[src/rtl/seg7_pkg.sv]
// Shared 7-segment definitions: code values, active-low segment patterns,
// the code-to-segment encoder and the leading-zero suppression helper.
package seg7_pkg;

  localparam int NUM_DIGITS = 4;

  localparam logic [3:0] CODE_DASH  = 4'd10;
  localparam logic [3:0] CODE_BLANK = 4'hF;

  // Active-low patterns, bit6=a ... bit0=g
  localparam logic [6:0] SEG_0     = 7'b0000001;
  localparam logic [6:0] SEG_1     = 7'b1001111;
  localparam logic [6:0] SEG_2     = 7'b0010010;
  localparam logic [6:0] SEG_3     = 7'b0000110;
  localparam logic [6:0] SEG_4     = 7'b1001100;
  localparam logic [6:0] SEG_5     = 7'b0100100;
  localparam logic [6:0] SEG_6     = 7'b0100000;
  localparam logic [6:0] SEG_7     = 7'b0001111;
  localparam logic [6:0] SEG_8     = 7'b0000000;
  localparam logic [6:0] SEG_9     = 7'b0000100;
  localparam logic [6:0] SEG_DASH  = 7'b1111110;
  localparam logic [6:0] SEG_BLANK = 7'b1111111;

  typedef enum logic {
    ST_DEAD = 1'b0,
    ST_SHOW = 1'b1
  } scan_state_e;

  function automatic logic [6:0] seg7_encode(input logic [3:0] code);
    logic [6:0] seg;
    case (code)
      4'd0:      seg = SEG_0;
      4'd1:      seg = SEG_1;
      4'd2:      seg = SEG_2;
      4'd3:      seg = SEG_3;
      4'd4:      seg = SEG_4;
      4'd5:      seg = SEG_5;
      4'd6:      seg = SEG_6;
      4'd7:      seg = SEG_7;
      4'd8:      seg = SEG_8;
      4'd9:      seg = SEG_9;
      CODE_DASH: seg = SEG_DASH;
      default:   seg = SEG_BLANK;
    endcase
    return seg;
  endfunction

  // Blank zeros from digit3 downward until the first nonzero code; digit0 always kept.
  function automatic logic [15:0] seg7_lz_suppress(input logic [15:0] codes);
    logic [15:0] result;
    logic        zero_run;
    result   = codes;
    zero_run = 1'b1;
    for (int i = NUM_DIGITS - 1; i >= 1; i--) begin
      if (zero_run && (codes[i*4 +: 4] == 4'd0)) begin
        result[i*4 +: 4] = CODE_BLANK;
      end else begin
        zero_run = 1'b0;
      end
    end
    return result;
  endfunction

endpackage

[src/rtl/seg7_frame_buffer.sv]
// Two-stage frame store: a pending register filled by the valid/ready input
// and a shadow register that is only updated at the frame boundary.
module seg7_frame_buffer
  import seg7_pkg::*;
(
  input  logic        clock,
  input  logic        reset_n,
  input  logic        i_valid,
  output logic        o_ready,
  input  logic [15:0] i_digits,
  input  logic [3:0]  i_dp,
  input  logic        i_lz_en,
  input  logic        i_commit,
  output logic [15:0] o_shadow_codes,
  output logic [3:0]  o_shadow_dp
);

  logic        r_pend_full;
  logic [15:0] r_pend_digits;
  logic [3:0]  r_pend_dp;
  logic        r_pend_lz;
  logic [15:0] r_shadow_codes;
  logic [3:0]  r_shadow_dp;

  logic w_accept;
  logic w_commit;

  // Accept and commit are mutually exclusive: one needs the pending slot empty,
  // the other needs it full, so the new frame can never leak into a commit.
  assign o_ready  = ~r_pend_full;
  assign w_accept = i_valid & ~r_pend_full;
  assign w_commit = i_commit & r_pend_full;

  always_ff @(posedge clock or negedge reset_n) begin
    if (!reset_n) begin
      r_pend_full    <= 1'b0;
      r_pend_digits  <= '0;
      r_pend_dp      <= '0;
      r_pend_lz      <= 1'b0;
      r_shadow_codes <= {NUM_DIGITS{CODE_BLANK}};
      r_shadow_dp    <= '0;
    end else if (w_accept) begin
      r_pend_full   <= 1'b1;
      r_pend_digits <= i_digits;
      r_pend_dp     <= i_dp;
      r_pend_lz     <= i_lz_en;
    end else if (w_commit) begin
      r_pend_full    <= 1'b0;
      r_shadow_codes <= r_pend_lz ? seg7_lz_suppress(r_pend_digits) : r_pend_digits;
      r_shadow_dp    <= r_pend_dp;
    end
  end

  assign o_shadow_codes = r_shadow_codes;
  assign o_shadow_dp    = r_shadow_dp;

endmodule

[src/rtl/seg7_scan_driver.sv]
// Four-digit common-anode scan driver: slot counter, DEAD/SHOW scan FSM and
// registered segment/digit outputs fed from the frame buffer's shadow copy.
module seg7_scan_driver
  import seg7_pkg::*;
#(
  parameter int DIGIT_CYCLES = 9334,
  parameter int DEAD_CYCLES  = 64
) (
  input  logic        clock,
  input  logic        reset_n,
  // Handshake: a frame transfers on a rising clock edge where in_valid and
  // in_ready are both 1; while in_ready is 0 the source holds its data.
  input  logic        in_valid,
  output logic        in_ready,
  input  logic [15:0] in_digits,
  input  logic [3:0]  in_dp,
  input  logic        in_lz_en,
  output logic        frame_start,
  output logic [6:0]  segmentos,
  output logic        dp_n,
  output logic [3:0]  displays,
  output scan_state_e dbg_state
);

  localparam int CNT_W = $clog2(DIGIT_CYCLES);
  localparam logic [CNT_W-1:0] CNT_LAST = CNT_W'(DIGIT_CYCLES - 1);
  localparam logic [CNT_W-1:0] CNT_DEAD = CNT_W'(DEAD_CYCLES);

  logic [CNT_W-1:0] r_cnt;
  logic [1:0]       r_idx;
  scan_state_e      r_state;
  scan_state_e      w_state_nxt;

  logic             r_frame_start;
  logic [6:0]       r_seg;
  logic             r_dp_n;
  logic [3:0]       r_displays;

  logic [6:0]       w_seg_nxt;
  logic             w_dp_n_nxt;
  logic [3:0]       w_displays_nxt;

  logic             w_wrap;
  logic             w_commit;
  logic [15:0]      w_shadow_codes;
  logic [3:0]       w_shadow_dp;
  logic [3:0]       w_code;

  assign w_wrap   = (r_cnt == CNT_LAST);
  assign w_commit = w_wrap && (r_idx == 2'd3);

  seg7_frame_buffer u_frame_buffer (
    .clock          (clock),
    .reset_n        (reset_n),
    .i_valid        (in_valid),
    .o_ready        (in_ready),
    .i_digits       (in_digits),
    .i_dp           (in_dp),
    .i_lz_en        (in_lz_en),
    .i_commit       (w_commit),
    .o_shadow_codes (w_shadow_codes),
    .o_shadow_dp    (w_shadow_dp)
  );

  always_ff @(posedge clock or negedge reset_n) begin
    if (!reset_n) begin
      r_cnt <= '0;
      r_idx <= 2'd0;
    end else if (w_wrap) begin
      r_cnt <= '0;
      r_idx <= r_idx + 2'd1;
    end else begin
      r_cnt <= r_cnt + 1'b1;
    end
  end

  always_ff @(posedge clock or negedge reset_n) begin
    if (!reset_n) begin
      r_state <= ST_DEAD;
    end else begin
      r_state <= w_state_nxt;
    end
  end

  assign w_code = w_shadow_codes[{r_idx, 2'b00} +: 4];

  // The state describes what the output registers will show next cycle.
  always_comb begin
    w_state_nxt    = ST_DEAD;
    w_displays_nxt = 4'b1111;
    w_seg_nxt      = SEG_BLANK;
    w_dp_n_nxt     = 1'b1;
    if (r_cnt >= CNT_DEAD) begin
      w_state_nxt = ST_SHOW;
    end
    case (w_state_nxt)
      ST_SHOW: begin
        w_displays_nxt = ~(4'b0001 << r_idx);
        w_seg_nxt      = seg7_encode(w_code);
        w_dp_n_nxt     = ~w_shadow_dp[r_idx];
      end
      default: begin
        w_displays_nxt = 4'b1111;
        w_seg_nxt      = SEG_BLANK;
        w_dp_n_nxt     = 1'b1;
      end
    endcase
  end

  always_ff @(posedge clock or negedge reset_n) begin
    if (!reset_n) begin
      r_frame_start <= 1'b0;
      r_seg         <= SEG_BLANK;
      r_dp_n        <= 1'b1;
      r_displays    <= 4'b1111;
    end else begin
      r_frame_start <= (r_cnt == '0) && (r_idx == 2'd0);
      r_seg         <= w_seg_nxt;
      r_dp_n        <= w_dp_n_nxt;
      r_displays    <= w_displays_nxt;
    end
  end

  assign frame_start = r_frame_start;
  assign segmentos   = r_seg;
  assign dp_n        = r_dp_n;
  assign displays    = r_displays;
  assign dbg_state   = r_state;

endmodule
[config.mk]
export PLATFORM = sky130hd
export DESIGN_NAME = seg7_scan_driver
export DESIGN_NICKNAME = d
export VERILOG_FILES = /design/src/rtl/seg7_pkg.sv /design/src/rtl/seg7_frame_buffer.sv /design/src/rtl/seg7_scan_driver.sv
export SDC_FILE = /design/constraint.sdc
export NUM_CORES = 1
export LEC_CHECK = 0
export ABC_AREA = 1
export CAP_MARGIN = 5
export CORE_MARGIN = 2
export CORE_UTILIZATION = 51
export DETAILED_ROUTE_END_ITERATION = 6
export PLACE_DENSITY = 0.76
export SLEW_MARGIN = 20
export SYNTH_ARGS = -nofsm -noshare
export SYNTH_HDL_FRONTEND = slang
export SYNTH_SLANG_ARGS = --single-unit
[constraint.sdc]
create_clock -name clock -period 1.6 [get_ports clock]
set_input_delay 0.32 -clock clock [delete_from_list [all_inputs] [get_ports clock]]
set_output_delay 0.32 -clock clock [all_outputs]
set_load 0.01 [all_outputs]
**Wiring heat map**

The die is cut into 18 by 18 equal tiles; white is low, dark blue is high, scaled to the fullest tile. Values are wire area over tile area, all layers added.
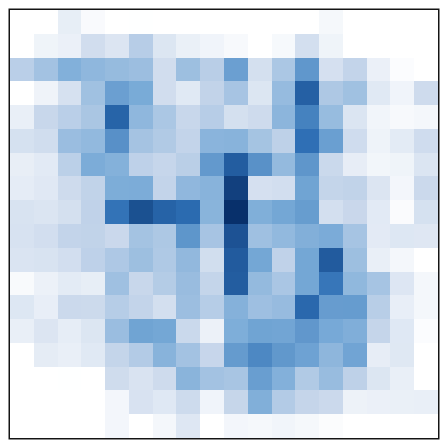
nearly empty tiles = 14%
mean over tiles = 0.15
densest ninth of the die = center
tiles over half the peak = 14%

**I/O pins on the die edge**

Scale bar: 20 um. Pins as bars across the die edge, other pins in gray.
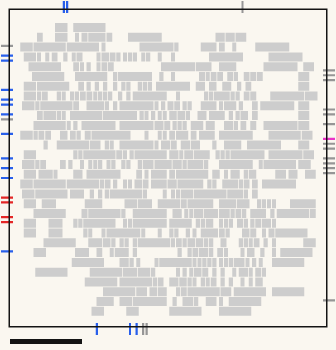
blue -> `in_digits`  # pins 16, direction input, edge 11 west, 3 south, 2 north
magenta -> `dbg_state`  # pins 1, direction output, edge east
red -> `in_dp`  # pins 4, direction input, edge west

**Gate families picked out**

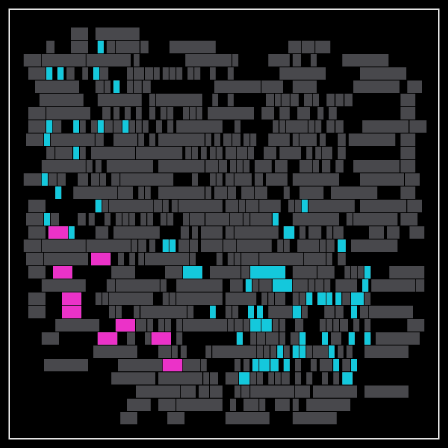
cyan -> nor cells  # cells 57
magenta -> mux cells  # cells 9

==> summary.txt <==
flow finished, numbers: DIE HEIGHT=between 80 and 90 um, PwrDens=791 mW/mm^2, FF/Latch Area=~0.0018 mm^2, CP max stage delay=between 500 and 600 ps, Synth Seq Share=51.2%, Final Hold Violation Tally=0, mapped cell area=~0.0036 mm^2, share of power burned in combinational logic=under 10%, flop share of the area=between 40% and 50%, fin nets=about 530, CP Depth=1, Final Non-Filler Cells=between 500 and 600, top-count cell post-synth=nand2_1, layout cell share with drive strength beyond 1=roughly 22%, Final setup viols=0, largest net degree at the start of global routing=about 52, DR vias/cell=slightly below 5, GR Util met2=between 30% and 40%, Top class by area=sequential cells, CTS clk-pin slew, worst paths=approximately 70 ps, final worst setup slack=76.8 ps, CP endpoint kind=output port, Pwr Total=between 3 and 4 mW, Clock buf/inv share=approximately 4.4%, Critical Path Slowest Stage Cell=clkdlybuf4s50_1, Placement Cell Area=about 0.0042 mm^2, Post-synth ARST share=100%, IO buf count=38, hold worst-path end=u_frame_buffer.o_shadow_dp[2]$_DFFE_PN0P_, CTS tree=done, gr usage total=just over 20%, Non-clk bufs=62, worst hold path depth=2, Register-to-Register Setup Slack=approximately 90 ps, ao+oa area frac=around 4.3%, CTS root buffer=clkbuf_8, outcome=finished, final reports clean, site row count=30, xor/xnor share=approximately 1.2%, Critical path origin=dbg_state$_DFF_PN0_, r2r worst-path depth=7, Top Layer Used=met4, internal power=about 2.7 mW, hold_buf cts=1, YS warnings=0, Min-Delay Path Class=register to register, met2 routed WL=approximately 3.5 mm, initial core utilization=a little over half, Mux area share=approximately 2.8%, total gr overflow=0, setup TNS=0 ps, CP top delay family=buffers and inverters, Crit Path Max Fanout=1, io pins=39, post-layout util=65.7%, Met3 Wirelength=about 280 um, fillcell total=554, Comb area=0.00153 mm^2, CORE AREA=0.00679 mm^2, NonClk Buf Share=about 13%, M1 GR Usage=25.2%, die span in x=87.8 um, Adder Share, Synth=under 10%, tally of unique sky130hd cells used after synthesis=31, hold_ws=about 470 ps, tapcells inserted=~96, Synth area leader=dfrtp_1, Power Sequential=approximately 1.9 mW, starting DRC count in detailed routing=between 100 and 150, flip-flops with a built-in enable=0, Fmax=between 0.6 and 0.7 GHz, Metal-1 WL=around 3.3 mm, Pre-Repair DR Iteration Count=4, r2r startpoint=r_cnt[1]$_DFF_PN0_, Sequential Power Share=54.2%, Slew Viols, Final=0, HPWL Detailed=around 5.1 mm, initial antenna violation count=0, area delta synth->final=24.5%, Buf/Inv on CP=1, Slew @ Worst Pin=315 ps, tool warning count=37, Post-Syn Instances=~420, setup bufs post-CTS=0, relative slew slack=approximately four fifths, flops out of synthesis=approximately 72, YS chip area=between 0.003 and 0.004 mm^2, Top pwr grp=sequential cells, switch share=between 20% and 30%, clock buffer count from CTS=9, crit path DAT=~1200 ps, Synth logic family=simple AND/OR/NAND/NOR gates, DR WL/cell=between 10 and 15 um, fraction of area in multi-input gates=34.2%, maximum VDD drop=about 0.00046 V, number of max-cap violations=0, met3 GRT Util=3.39%, top cells by count, synth=nand2_1, inv_1, nor2_1, dfrtp_1, nand3_1, first-pass GRT wire length=~12 mm, Worst Setup EP=dbg_state, Clock Path Buffers=2, Switch Pwr=0.830 mW, H-tree levels=3, Post-Synth Simple-Gate Area=between 20% and 30%, clock share of power=slightly above 40%, CTS resizes=13, via count=a little under 3000, Leakage=2.16 nW, post-route ant nets=0, Mapped Nets=approximately 460, largest cells by area after synthesis=dfrtp_1, dfstp_2, nand2_1, crit-path cells=clkdlybuf4s50_1, Yosys Instances=423, post-route cell area=~0.0045 mm^2, Placed Cells=~570, multi-input gates=about 290, vias in the first global route=~2700, combinational power=~0.20 mW, Mean Syn Cell Area=roughly 8.5 um^2, drt drc=0
**Layout detail**

Scale bar: 5 um. Window x 34 to 54, y 51 to 71 um. Cells in gray, sequential cells in the stronger gray; small squares are vias.
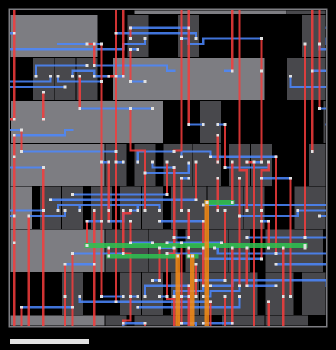
green -> M3
red -> M2
blue -> M1
orange -> M4
cells with their middle in the window = 40
sequential cells in the window = 5
netlist names of flops here include = `u_frame_buffer.o_shadow_codes` (5)
most frequent = nand2_1 (21), nand3_1 (6), dfstp_2 (5)

**Clock wiring as the flow saved it**

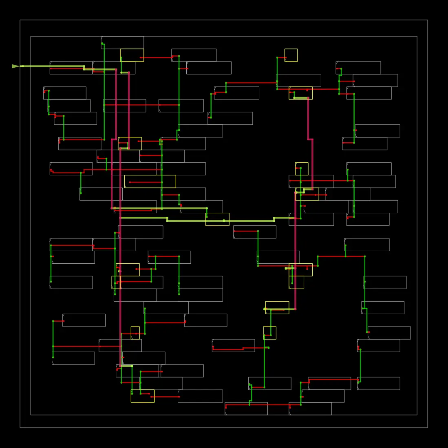
Layout clock buffers: 9
Clock Power: 1.42 mW
seq_cells: 72
clock sink count: 72

Power and IR drop assume default switching activity.
